### src/rtl/sync_tx_fast_to_slow.sv
// sync_tx_fast_to_slow: 4-phase req/ack source side with ack synchronizer, latest-value pending slot and overrun counter
module sync_tx_fast_to_slow #(
   parameter int M           = 15,
   parameter int SYNC_STAGES = 3,
   parameter int CNT_W       = 8
) (
   input  logic             clk_in,
   input  logic             rst,
   input  logic [M-1:0]     data_in,
   input  logic             valid_in,
   output logic [M-1:0]     data_out,
   output logic             req_out,
   input  logic             ack_in,
   output logic             idle_out,
   output logic [CNT_W-1:0] overrun_cnt
);
   typedef enum logic [1:0] {IDLE, HOLD, RELEASE} state_t;
   state_t                 state, state_d;
   logic [SYNC_STAGES-1:0] ack_sync;
   logic                   ack_s, pend_v, pend_v_d, req_d, ovr;
   logic [M-1:0]           pend, pend_d, data_d;
   assign ack_s    = ack_sync[SYNC_STAGES-1];
   assign idle_out = (state == IDLE) && !pend_v;
   always_comb begin
      state_d  = state;
      req_d    = req_out;
      data_d   = data_out;
      pend_v_d = pend_v;
      pend_d   = pend;
      ovr      = 1'b0;
      case (state)
         IDLE: if (valid_in || pend_v) begin
            data_d   = valid_in ? data_in : pend;
            ovr      = valid_in && pend_v;
            req_d    = 1'b1;
            pend_v_d = 1'b0;
            state_d  = HOLD;
         end
         HOLD: if (ack_s) begin
            req_d   = 1'b0;
            state_d = RELEASE;
         end
         default: state_d = ack_s ? RELEASE : IDLE;
      endcase
      if (valid_in && state != IDLE) begin
         pend_d   = data_in;
         pend_v_d = 1'b1;
         ovr      = pend_v;
      end
   end
   always_ff @(posedge clk_in) begin
      if (rst) begin
         state       <= IDLE;
         ack_sync    <= '0;
         req_out     <= 1'b0;
         data_out    <= '0;
         pend_v      <= 1'b0;
         pend        <= '0;
         overrun_cnt <= '0;
      end else begin
         state       <= state_d;
         ack_sync    <= {ack_sync[SYNC_STAGES-2:0], ack_in};
         req_out     <= req_d;
         data_out    <= data_d;
         pend_v      <= pend_v_d;
         pend        <= pend_d;
         overrun_cnt <= (ovr && overrun_cnt != '1) ? overrun_cnt + 1'b1 : overrun_cnt;
      end
   end
endmodule

### config.mk
export PLATFORM = sky130hd
export DESIGN_NAME = sync_tx_fast_to_slow
export DESIGN_NICKNAME = d
export VERILOG_FILES = /design/src/rtl/sync_tx_fast_to_slow.sv
export SDC_FILE = /design/constraint.sdc
export NUM_CORES = 1
export LEC_CHECK = 0
export CORE_AREA = 2 2 69 71
export DETAILED_ROUTE_END_ITERATION = 7
export DIE_AREA = 0 0 71 73
export PLACE_DENSITY = 0.74
export RECOVER_POWER = 25
export SYNTH_ARGS = -nofsm -noshare
export SYNTH_HDL_FRONTEND = slang
export SYNTH_SLANG_ARGS = --single-unit
### constraint.sdc
create_clock -name clk_in -period 1.38 [get_ports clk_in]
set_input_delay 0.276 -clock clk_in [delete_from_list [all_inputs] [get_ports clk_in]]
set_output_delay 0.276 -clock clk_in [all_outputs]
set_load 0.03 [all_outputs]
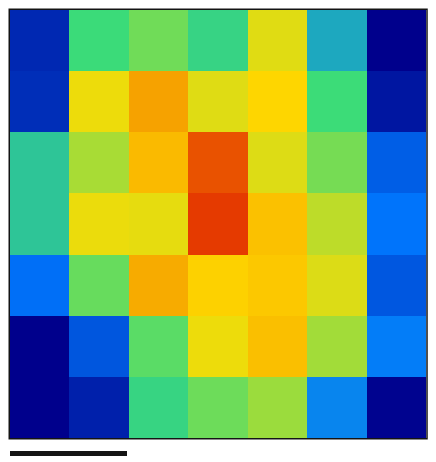
(run_1/cell_density.png)
The bar under the picture is 20 um long. 7 x 7 tiles, from dark blue (low) to red (high), 0 to 100% covered.
The fullest tile reaches 94%. The densest ninth of the die: center. 20% of the tiles are over 75% full. 8.2% of the tiles are nearly empty. The emptiest ninth of the die: south-west.
standard cell core area: 4536 sq um
final core utilization: 0.5810

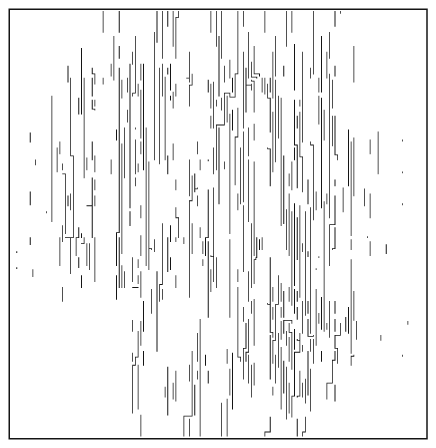
(run_1/layer_met2.png)
The wires run mostly vertical. 241 nets have wire on it.
total detailed-routing wirelength: 4222 um
met2 Track Usage GR: 0.2835
total number of vias: 1675

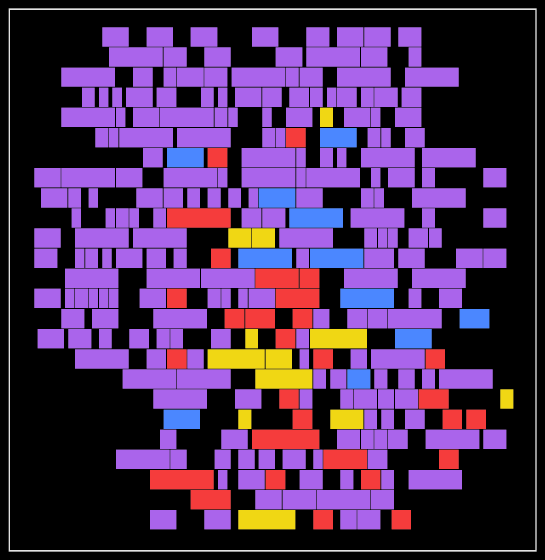
(run_1/sizes.png)
Blue shows _6 and larger, cells 11. Purple shows _0 and _1 cells, cells 211. Red shows _3 and _4 cells, cells 29. Yellow shows _2 cells, cells 12.
final cell area excluding filler cells: 2635 sq um
buffer count excluding the clock tree in the final layout: 65

==> results.txt, run 1 <==
Figures from the flow reports.

Floorplan:
- The run gives the vertical die size as 73 um.
- The run gives the floorplan die width as 71 um.
- The run puts the core utilization at floorplan at 0.4210.
- The run puts the number of top-level design ports at 44.

Placement:
- The run puts the number of input and output port buffers inserted at 43.
- Setup slack on the worst path after placement came out at -0.2879 ns.
- Summed over all nets, the half-perimeter wirelength after detailed placement is 2964 um.

Logic synthesis:
- For this run, the number of Yosys warnings is 0.
- Ranked by total cell area, the synthesized netlist is headed by dfxtp_1 (47%), a21oi_1 (9.4%), mux2i_1 (8.4%), nand2_1 (6.5%), a211oi_1 (6.3%).
- The run puts the net count after synthesis at 226.
- After technology mapping, the gate count stands at 206.
- The run gives the register bit total from synthesis as 45.
- The run gives the post-synthesis instance area as 1909 sq um.
- By count the netlist is led by dfxtp_1 (45), a21oi_1 (36), nand2_1 (33).
- The biggest area contributor in the post-synthesis netlist is dfxtp_1.

Critical path:
- The run gives the path type of the worst setup path as flop to output port.
- The run gives the register-to-register setup slack as 0.04 ns.
- The run gives the required arrival time at the worst endpoint as 1.10 ns.
- The timing report notes that buffer and inverter cells on the critical path total 1.
- The run gives the startpoint type of the worst setup path as a flop.
- In this design, the largest share of critical-path delay is due to buffers and inverters.
- The run puts the maximum fanout along the worst path at 2.

CTS:
- The run gives the clock edge transition at the registers on the reported setup and hold paths as 0.09 ns.
- The run gives the clock sink total as 45.
- Looking at the clock tree report, the root buffer type is clkbuf_8.
- TritonCTS built the clock tree.

STA:
- The run gives the post-route fraction of the period consumed by the critical path as 0.9705.
- The final timing report lists a max-slew violation count of 0.
- The run gives the transition at the pin with the smallest max-transition slack as 0.4681 ns.

Detailed routing:
- Per the detail_route report, vias per standard cell equal 5.284.
- For this sky-water flow run, the detailed-routed wirelength per cell is reported as 13.32 um.
- The run puts the number of iterations in the first detailed-routing pass at 4.
- The run puts the number of nets with antenna violations after routing at 0.
- The run puts the DRC marker count from the first detailed-route iteration at 117.

Hold path:
- The run gives the worst hold path startpoint as valid_in.

Global routing:
- The first global-routing pass estimated 6893 um of wire.
- Entering global routing, the biggest net connects 28 pins.
- The global routing report lists combined usage of all routing layers as 0.1686.
- The run gives the via count of the first global-routing pass as 1545.
- The run puts the number of antenna violations at the first check in global routing at 0.

Outcome:
- The run finished with clean final reports.

Pwr:
- Per the OpenROAD power report, leakage power amounts to 1.063 nW.
- The power report attributes to the sequential group a share of 0.506.
- The run gives the fraction of power spent switching nets as 0.2926.
- The run puts the combinational cell fraction of total power at 0.195.
- The analysis attributes to net switching a power of 819.7 uW.

Cells and area:
- The run puts the filler cell count in the final layout at 390.
## run 1: per-stage QoR
step                      power (mW)  area (sq um)    util
after floorplan                1.766          1919       -
after global placement         2.012          2516  0.5548
after detailed placement       2.020          2516  0.5548
after CTS                      2.817          2606  0.5746
after global routing           2.940          2635  0.5810
final                          2.802          2635  0.5810
## run 1: power by group through the flow
stage          registers [mW]  clock network, mW  logic, mW
3_3_place_gp             1.45                  0      0.563
5_1_grt                  1.43              0.917      0.592
2_1_floorplan            1.53                  0      0.236
4_1_cts                  1.42              0.858      0.540
3_5_place_dp             1.45                  0      0.570
6_report                 1.42              0.836      0.548
## run 1: path summary, 6_finish.rpt
| kind | endpoint | cells past startpoint |
|---|---|---|
| setup / recovery | req_out | 1 |
| hold / removal | pend_v | 3 |
| setup reg to reg | overrun_cnt[0] | 4 |
| hold reg to reg | ack_sync[2] | 1 |
## run 1: kinds of logic after synthesis
family | share of synthesized area
AND/OR/NAND/NOR | 0.1782
AND-OR/OR-AND | 0.2005
flip-flops | 0.4718
multiplexers | 0.08977
buffers and inverters | 0.05307
adder cells (fa/ha/maj) | 0.006552
## run 1: state kept, by name, indices dropped and copies added (netlist names)
signal,cells
pend_v,1
ack_sync,3
overrun_cnt,8
req_out,1
state,2
data_out,15
pend,15
## run 1: area by class of cell
type / count / area (sq um) / area share
Clock buffer: 5 / 68.82 / 0.02612
Clock inverter: 3 / 21.27 / 0.008072
Multi-Input combinational cell: 145 / 952.2 / 0.3613
Sequential cell: 45 / 913.4 / 0.3466
Tap cell: 54 / 67.56 / 0.02564
Timing Repair Buffer: 65 / 611.8 / 0.2322
## run 1: layer usage
metal	vias up	track usage	wire, um
met5	-	0	0
met4	0	0.07547	72
met3	7	0.04006	157
met2	30	0.2835	2036
met1	778	0.2058	1956
li1	860	-	-
## run 1: cells in the final DEF, fill, tap and decap left out, drive strengths merged, types with 2 or more instances in the layout
cell / count
dfxtp: 45
a21oi: 37
nand2: 33
buf: 25
mux2i: 16
a211oi: 16
clkdlybuf4s50: 16
dlygate4sd2: 16
nor3: 8
clkbuf: 7
and4: 5
nor2b: 4
clkdlybuf4s15: 4
nor2: 3
a31oi: 2
a21boi: 2
nand3: 2
nand4: 2
nand2b: 2
## run 1: timing repair
item                                    CTS  global route
setup buffers                             0             2
resized                                  26            12
hold buffers                              0             0
endpoints found under the setup margin   22            23
pin swaps                                 1             0
==> run_1/congestion.png <==
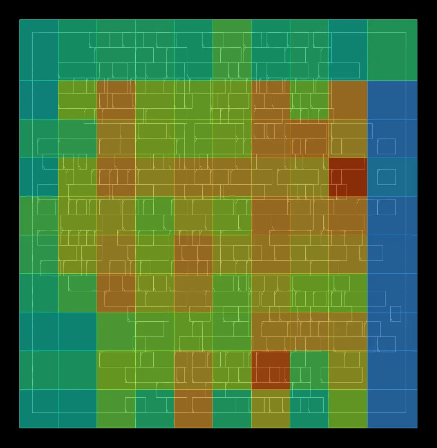

## Run 2: what changed since run 1
--- a/config.mk
+++ b/config.mk
@@ -9,7 +9,6 @@
 export DETAILED_ROUTE_END_ITERATION = 7
 export DIE_AREA = 0 0 71 73
 export PLACE_DENSITY = 0.74
-export RECOVER_POWER = 25
 export SYNTH_ARGS = -nofsm -noshare
 export SYNTH_HDL_FRONTEND = slang
 export SYNTH_SLANG_ARGS = --single-unit
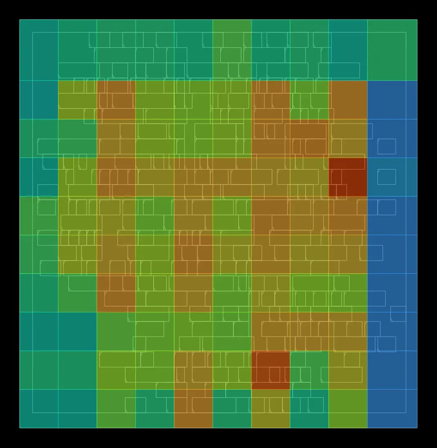
(run_2/congestion.png)
total track usage: 0.1686
final core utilization: 0.5854

==> run 2 against run 1 <==
  * Sequential power barely moved
  * Hold slack gained 0.00059 ns
  * Non-clock buffer count did not move
  * Sequential cell count is the same
  * Die size is the same
  * Sequential share of layout area decreased by 0.26 points
  * Synthesized cell count unchanged
  * Cell area grew 0.76%
  * Clock skew is 0.0013 ns lower
  * Critical endpoint is now overrun_cnt[0]
  * Largest power group unchanged
==> results.txt, run 2 <==
Figures from the flow reports.

Floorplan:
- The run puts the number of top-level design ports at 44 (unchanged).
- The vertical die size was 73 um (unchanged).
- The run gives the floorplan die width as 71 um (unchanged).
- The run puts the area of the core region at 4536 sq um (unchanged).
- The run puts the core utilization at floorplan at 0.4210 (unchanged).

Global routing:
- The run gives the first-pass GRT wire length as 6893 um (unchanged).
- The run gives the maximum number of pins on one net before global-route repair as 28 (unchanged).
- The run gives the via count of the first global-routing pass as 1545 (unchanged).
- The number of antenna violations at the first check in global routing was 0 (unchanged).

Pwr:
- The run gives the static leakage power as 1.069 nW (+0.63%).

Cells and area:
- The run puts the synthesis-to-finish area growth at 39.06%.
- By instance count after routing, the leading logic cell type is dfxtp_1.
- In the layout the commonest cells are dfxtp_1 (39), a21oi_1 (36), nand2_1 (33).
- The largest registers in the layout are data_out (15), pend (15), overrun_cnt (8).

Logic synthesis:
- The synthesis run shows the most used standard cells to be dfxtp_1 (45), a21oi_1 (36), nand2_1 (33).
- The run gives the fraction of synthesized cell area in xor and xnor cells as 0 (unchanged).
- Grouping non-sequential cells by family puts the most area in AND-OR/OR-AND gates.
- The run puts the and-or/or-and share of the synthesized area at 0.2005 (unchanged).
- dfxtp_1 takes more of the synthesized area than any other cell.
- The run gives the post-synthesis share of cell area spent on and, or, nand and nor gates as 0.1782 (unchanged).
- The yosys synthesis warning count came to 0 (unchanged).
- In the synthesized netlist the dominant register cell turns out to be dfxtp_1.
- The run gives the cell count listed in synth_stat.txt as 206.
- The run puts the adder-cell share of the synthesized area at 0.006553 (unchanged).
- Synthesis instantiated 36 different standard cells from the library.
- The main area contributors are dfxtp_1 (47%), a21oi_1 (9.4%), mux2i_1 (8.4%), nand2_1 (6.5%), a211oi_1 (6.3%).
- The run puts the number of standard cells after synthesis at 206 (unchanged).
- The net count after synthesis is 226 (unchanged).
- The run gives the register bit total from synthesis as 45 (unchanged).
- The run gives the share of synthesized area spent on multiplexers as 0.08978 (unchanged).
- The run gives the post-synthesis instance area as 1909 sq um (unchanged).

Critical path:
- The worst setup path is of the flop to flop kind.
- For reference, the critical path is captured by overrun_cnt[0].
- STA classifies the critical path endpoint as a flop.
- The run puts the register-to-register setup slack at 0.04 ns (about the same).
- The run gives the cell depth of the worst flop-to-flop path as 4 (unchanged).
- The capture point of the worst register-to-register path is recorded as overrun_cnt[0].
- The run gives the required arrival time at the worst endpoint as 1.57 ns (+0.47 ns).
- The maximum fanout along the worst path was 6 (+4).
- STA classifies the critical path startpoint as a flop.

CTS:
- The run puts the clock sink total at 45 (unchanged).
- The run gives the total clock buffers created by CTS as 5.
- The cell sitting at the root of the clock tree is a clkbuf_8.
- The run gives the deepest level of the CTS H-tree as 2.
- The run gives the clock edge transition at the registers on the reported setup and hold paths as 0.09 ns (about the same).
- The cts-stage hold buffer count was 0 (unchanged).
- TritonCTS built the clock tree.

Detailed routing:
- The run gives the number of nets with antenna violations after routing as 0 (unchanged).
- The script parses the final routing iteration and logs DRC violations as 0.
- The run gives the detail-routed net length per standard cell as 13.35 um (+0.21%).
- The run puts the number of iterations in the first detailed-routing pass at 4 (unchanged).
- The run gives the detailed-route vias per instance as 5.278 (-0.12%).
- The run puts the DRC marker count from the first detailed-route iteration at 132 (+13%).

STA:
- The run puts the transition at the pin with the smallest max-transition slack at 0.4179 ns (-0.05014 ns).
- The run gives the time the final worst path needs with I/O delays and setup as 1.339 ns.
- The count of pins over their slew limit came to 0 (unchanged).
- The run puts the post-route fraction of the period consumed by the critical path at 0.9704 (about the same).
- The run gives the final hold violation count as 0.

Placement:
- The detailed placer's ending HPWL is 2964 um (unchanged).
- The run puts the worst slack at placement at -0.2879 ns (unchanged).
- The run gives the number of input and output port buffers inserted as 43 (unchanged).

Outcome:
- The flow ran to the end, and the final reports show no timing, DRC or antenna violations.
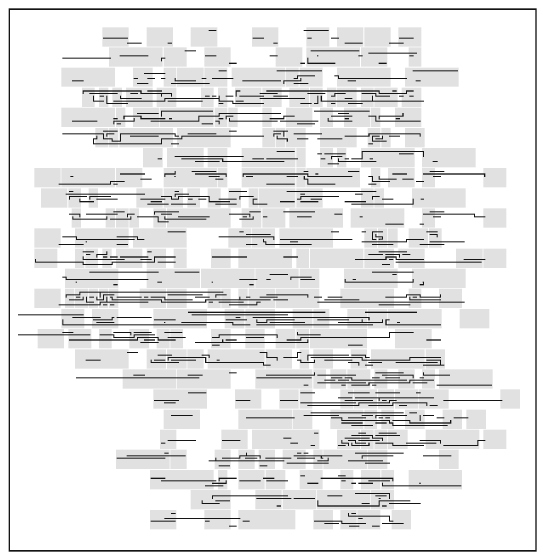
(run_2/layer_met1.png)
Cells faint in the background.
250 nets have wire on it. The wires run mostly horizontal. The longest straight run is 19.8 um.
total detailed-routing wirelength: 4231 um
total number of vias: 1673
met1 Track Usage GR: 0.2058

-- run 2: logic make-up (layout without fill, tap and decap cells) --
group                    Yosys count  after routing
AND-OR/OR-AND                     62             62
adder cells (fa/ha/maj)            1              1
flip-flops                        45             45
multiplexers                      17             17
AND/OR/NAND/NOR                   65             65
buffers and inverters             16             73
-- run 2: layout make-up --
cell class / count / area [sq um]
fillers: 387 / 1881
flip-flops and latches: 45 / 913.4
repair buffers: 65 / 631.9
multi-input cells: 145 / 952.2
well taps: 54 / 67.56
clock inverters: 3 / 21.27
clock buffers: 5 / 68.82
-- run 2: worst max-delay path: stages, from the launching register on --
cell,delay [ns]
dfxtp_4,0.37
ha_4,0.18
and4_4,0.21
a21oi_4,0.17
mux2_4,0.31
-- run 2: metal layers --
metal  share of wire  track usage
met4           0.017      0.07547
met3           0.043      0.04006
met2            0.48       0.2835
met1            0.46       0.2058
met5               0            0
-- run 2: timing repair --
action / CTS / global route
pin swaps: 1 / 0
setup endpoints to repair: 22 / 23
setup buffers: 0 / 2
hold endpoints to repair: 0 / 0
gates resized: 26 / 12
-- run 2: worst min path at each step --
| stage | depth (start not counted) | slack, ns | end | startpoint |
|---|---|---|---|---|
| global placement | 1 | 0.42 | ack_sync[2] | ack_sync[1] |
| detailed placement | 1 | 0.43 | ack_sync[2] | ack_sync[1] |
| finish | 3 | 0.43 | pend_v | valid_in |
| CTS | 1 | 0.46 | ack_sync[1] | ack_sync[0] |
| floorplan | 1 | 0.40 | ack_sync[0] | ack_in |
| global route | 1 | 0.46 | ack_sync[2] | ack_sync[1] |
-- run 2: metrics by stage --
stage | power [mW] | cells | instance area, sq um
2_1_floorplan | 1.766 | 206 | 1919
3_3_place_gp | 2.012 | 307 | 2516
3_5_place_dp | 2.020 | 307 | 2516
4_1_cts | 2.817 | 315 | 2606
5_1_grt | 2.948 | 317 | 2655
6_report | 2.807 | 317 | 2655
-- run 2: power by group --
group          total, mW  internal, mW  switching, mW
Sequential          1.42          1.37         0.0458
Clock              0.833         0.359          0.474
Combinational      0.556         0.257          0.299
==> run_2/layer_met2.png <==
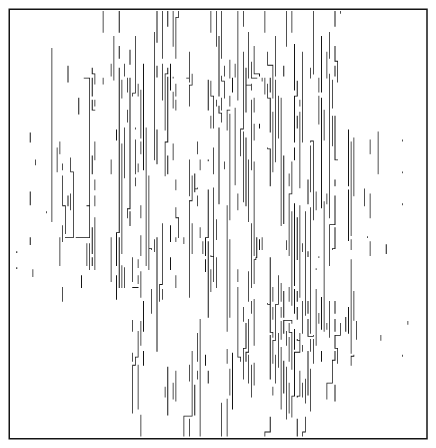

## Run 3: what changed since run 2
--- a/config.mk
+++ b/config.mk
@@ -8,6 +8,7 @@
 export CORE_AREA = 2 2 69 71
 export DETAILED_ROUTE_END_ITERATION = 7
 export DIE_AREA = 0 0 71 73
+export MAX_ROUTING_LAYER = met4
 export PLACE_DENSITY = 0.74
 export SYNTH_ARGS = -nofsm -noshare
 export SYNTH_HDL_FRONTEND = slang
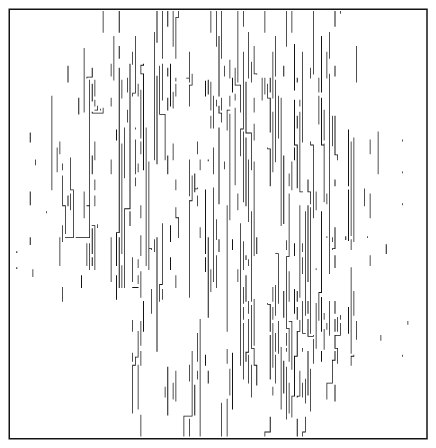
(run_3/layer_met2.png)
The layer carries 2030 um of wire. The layer holds 48% of the routed length. The wires run mostly vertical. The longest straight run is 34.0 um.
total number of vias: 1676
total detailed-routing wirelength: 4228 um

==> run 3 against run 2 <==
  * Highest routed layer unchanged
  * Area after synthesis did not move
  * Routed wire length barely moved
  * Critical path depth fell by 2
  * Utilization fell by 0.36 points
  * Via count rose by 0.18%
  * Non-clock buffer count fell by 2
  * Synthesized cell count did not move
  * Sequential share of layout area rose by 0.16 points
  * Clock power rose by 0.7%
  * Global-route usage rose by 0.41 points
  * Final cell count fell by 0.63%
==> results.txt, run 3 <==
Figures from the flow reports.

Outcome:
- The flow ran to the end, and the final reports show no timing, DRC or antenna violations.

CTS:
- The run gives the deepest level of the CTS H-tree as 2 (unchanged).
- The run gives the number of buffers inserted to repair setup after CTS as 0 (unchanged).
- The total clock buffers created by CTS is 5 (unchanged).
- TritonCTS built the clock tree.
- The run gives the clock sink total as 45 (unchanged).
- Clock tree synthesis selected as its root buffer the cell clkbuf_8.
- The run gives the clock edge transition at the registers on the reported setup and hold paths as 0.09 ns (about the same).

Hold path:
- The launch point of the worst min-delay path is recorded as valid_in.
- The run puts the worst hold path cell count at 3 (unchanged).

Detailed routing:
- The run gives the residual DRC count as 0 (unchanged).
- The detailed-route vias per instance is 5.321 (+0.82%).
- The run gives the number of iterations in the first detailed-routing pass as 4 (unchanged).
- The detail-routed net length per standard cell was 13.42 um (+0.56%).
- The number of nets with antenna violations after routing was 0 (unchanged).
- The run puts the DRC marker count from the first detailed-route iteration at 138 (+4.5%).

Critical path:
- The run gives the reg-to-reg critical path endpoint as overrun_cnt[0].
- The register-to-register setup slack is 0.04 ns (about the same).
- The cell depth of the worst flop-to-flop path was 4 (unchanged).
- The run gives the path type of the worst setup path as flop to output port.
- The run gives the category of the worst setup path capture point as an output port.
- The run gives the maximum fanout along the worst path as 7 (+1).
- The worst setup path is launched from a flop.
- The run puts the required arrival time at the worst endpoint at 1.10 ns (-0.47 ns).

Logic synthesis:
- The run puts the net count after synthesis at 226 (unchanged).
- The run gives the post-synthesis instance area as 1909 sq um (unchanged).
- The run puts the yosys synthesis warning count at 0 (unchanged).
- The cell type that accounts for the most area after synthesis is dfxtp_1.
- The run puts the number of standard cells after synthesis at 206 (unchanged).
- The run gives the adder-cell share of the synthesized area as 0.006553 (unchanged).
- The and-or/or-and share of the synthesized area came to 0.2005 (unchanged).
- Counting instances in the post-synthesis netlist gives the leading cell types as dfxtp_1 (45), a21oi_1 (36), nand2_1 (33).
- After synthesis, the largest family of logic cells by area is AND-OR/OR-AND gates.
- The run puts the register bit total from synthesis at 45 (unchanged).
- The share of synthesized area spent on multiplexers is 0.08978 (unchanged).
- The run puts the mean post-synth cell area at 9.269 sq um.
- The cell count listed in synth_stat.txt was 206 (unchanged).
- The run puts the distinct cell type count of the synthesized netlist at 36 (unchanged).
- The run gives the post-synthesis share of cell area spent on and, or, nand and nor gates as 0.1782 (unchanged).

Run:
- The run puts the OpenROAD warning count at 27.

Global routing:
- The run puts the first-pass GRT wire length at 6886 um (-0.10%).
- The via count of the first global-routing pass was 1549 (+0.26%).
- For this run the aggregate overflow at the end of global routing stands at 0.
- The run puts the number of antenna violations at the first check in global routing at 0 (unchanged).
- The run puts the aggregate global-route resource usage at 0.1727 (+0.004110).

Placement:
- The run gives the worst slack at placement as -0.2879 ns (unchanged).
- The run gives the post-placement cell count as 307 (unchanged).
- The detailed placer's ending HPWL was 2964 um (unchanged).
- The number of input and output port buffers inserted is 43 (unchanged).

Pwr:
- The run gives the total power consumption of the routed design as 2.805 mW (about the same).
- The run puts the static leakage power at 1.059 nW (-1.0%).

Cells and area:
- The registers reported with the highest flop counts are data_out (15), pend (15), overrun_cnt (8).
- According to the finish report, the design has a final net count of 280.
- The run gives the post-route core utilization as 0.5818 (-0.003586).
- The top cell types in the final layout, fill and taps aside, are dfxtp_1 (40), a21oi_1 (36), nand2_1 (33).
- The most common logic cell in the final layout is dfxtp_1.
- The final cell count without fillers is 315 (-0.63%).

Floorplan:
- The run gives the core utilization at floorplan as 0.4210 (unchanged).
- The run gives the area of the core region as 4536 sq um (unchanged).
- The run puts the floorplan die width at 71 um (unchanged).
- The run gives the number of placement rows as 25.
- The number of top-level design ports is 44 (unchanged).

STA:
- The run puts the post-route fraction of the period consumed by the critical path at 0.9772 (+0.006821).
- The run gives the final hold violation count as 0 (unchanged).
- The run puts the transition at the pin with the smallest max-transition slack at 0.4232 ns (+0.005219 ns).
- The count of pins over their slew limit was 0 (unchanged).
- The run gives the time the final worst path needs with I/O delays and setup as 1.349 ns (+0.009413 ns).
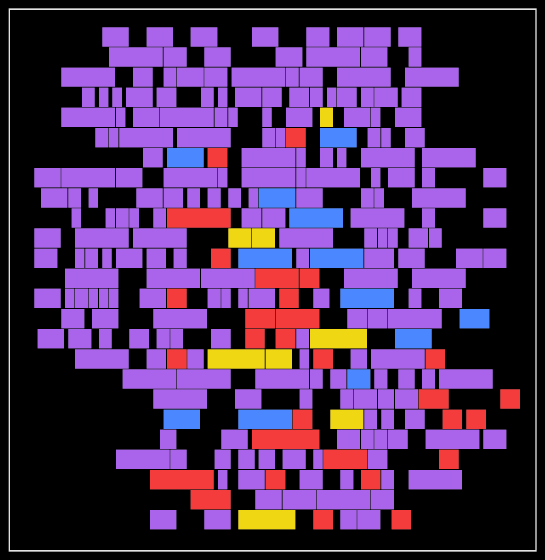
(run_3/sizes.png)
Red shows _3 and _4 cells, cells 29. Purple shows _0 and _1 cells, cells 212. Blue shows _6 and larger, cells 12. Yellow shows _2 cells, cells 8.
final cell area excluding filler cells: 2639 sq um
synth-to-layout area growth: 38.20%
setup ws final: 0.03147 ns
buffer count excluding the clock tree in the final layout: 63

[run 3: per-layer routing]
metal,global-route usage,share of wire
met2,0.2835,0.48
met1,0.2058,0.45
met5,-,0
met3,0.03591,0.049
met4,0.07547,0.017
[run 3: worst max-delay path by stage]
| stage | endpoint | slack (ns) | cells after the start |
|---|---|---|---|
| after global routing | overrun_cnt[3] | -0.005 | 1 |
| after detailed placement | pend[2] | -0.29 | 6 |
| after global placement | pend[3] | -0.25 | 6 |
| after CTS | idle_out | 0.002 | 2 |
| after floorplan | overrun_cnt[0] | -0.04 | 4 |
| final | idle_out | 0.03 | 2 |
[run 3: critical path: stages (launching register included)]
cell and delay [ns]:
dfxtp_4 0.40, nor3_4 0.21, buf_6 0.16
[run 3: cell type report]
class / count / area, sq um
clock buffers: 5 / 68.82
clock inverters: 3 / 21.27
fillers: 389 / 1897
multi-input cells: 145 / 952.2
flip-flops and latches: 45 / 912.1
well taps: 54 / 67.56
repair buffers: 63 / 616.8
[run 3: cells by family after synthesis]
logic type,Yosys count
AOI/OAI and AO/OA,62
buffers and inverters,16
adders and majority gates,1
DFF,45
and+or+nand+nor,65
muxes,17
[run 3: what timing repair did]
action                                  4_1_cts  5_1_grt
endpoints found under the setup margin       22       22
cloned                                        0        0
gates resized                                26       11
pin swaps                                     1        0
[run 3: where the power goes]
group          switching (mW)  leakage [nW]  internal, mW
clock                   0.479        0.0445         0.360
combinational           0.296         0.643         0.250
sequential             0.0478         0.371          1.37
Power and IR drop assume default switching activity.
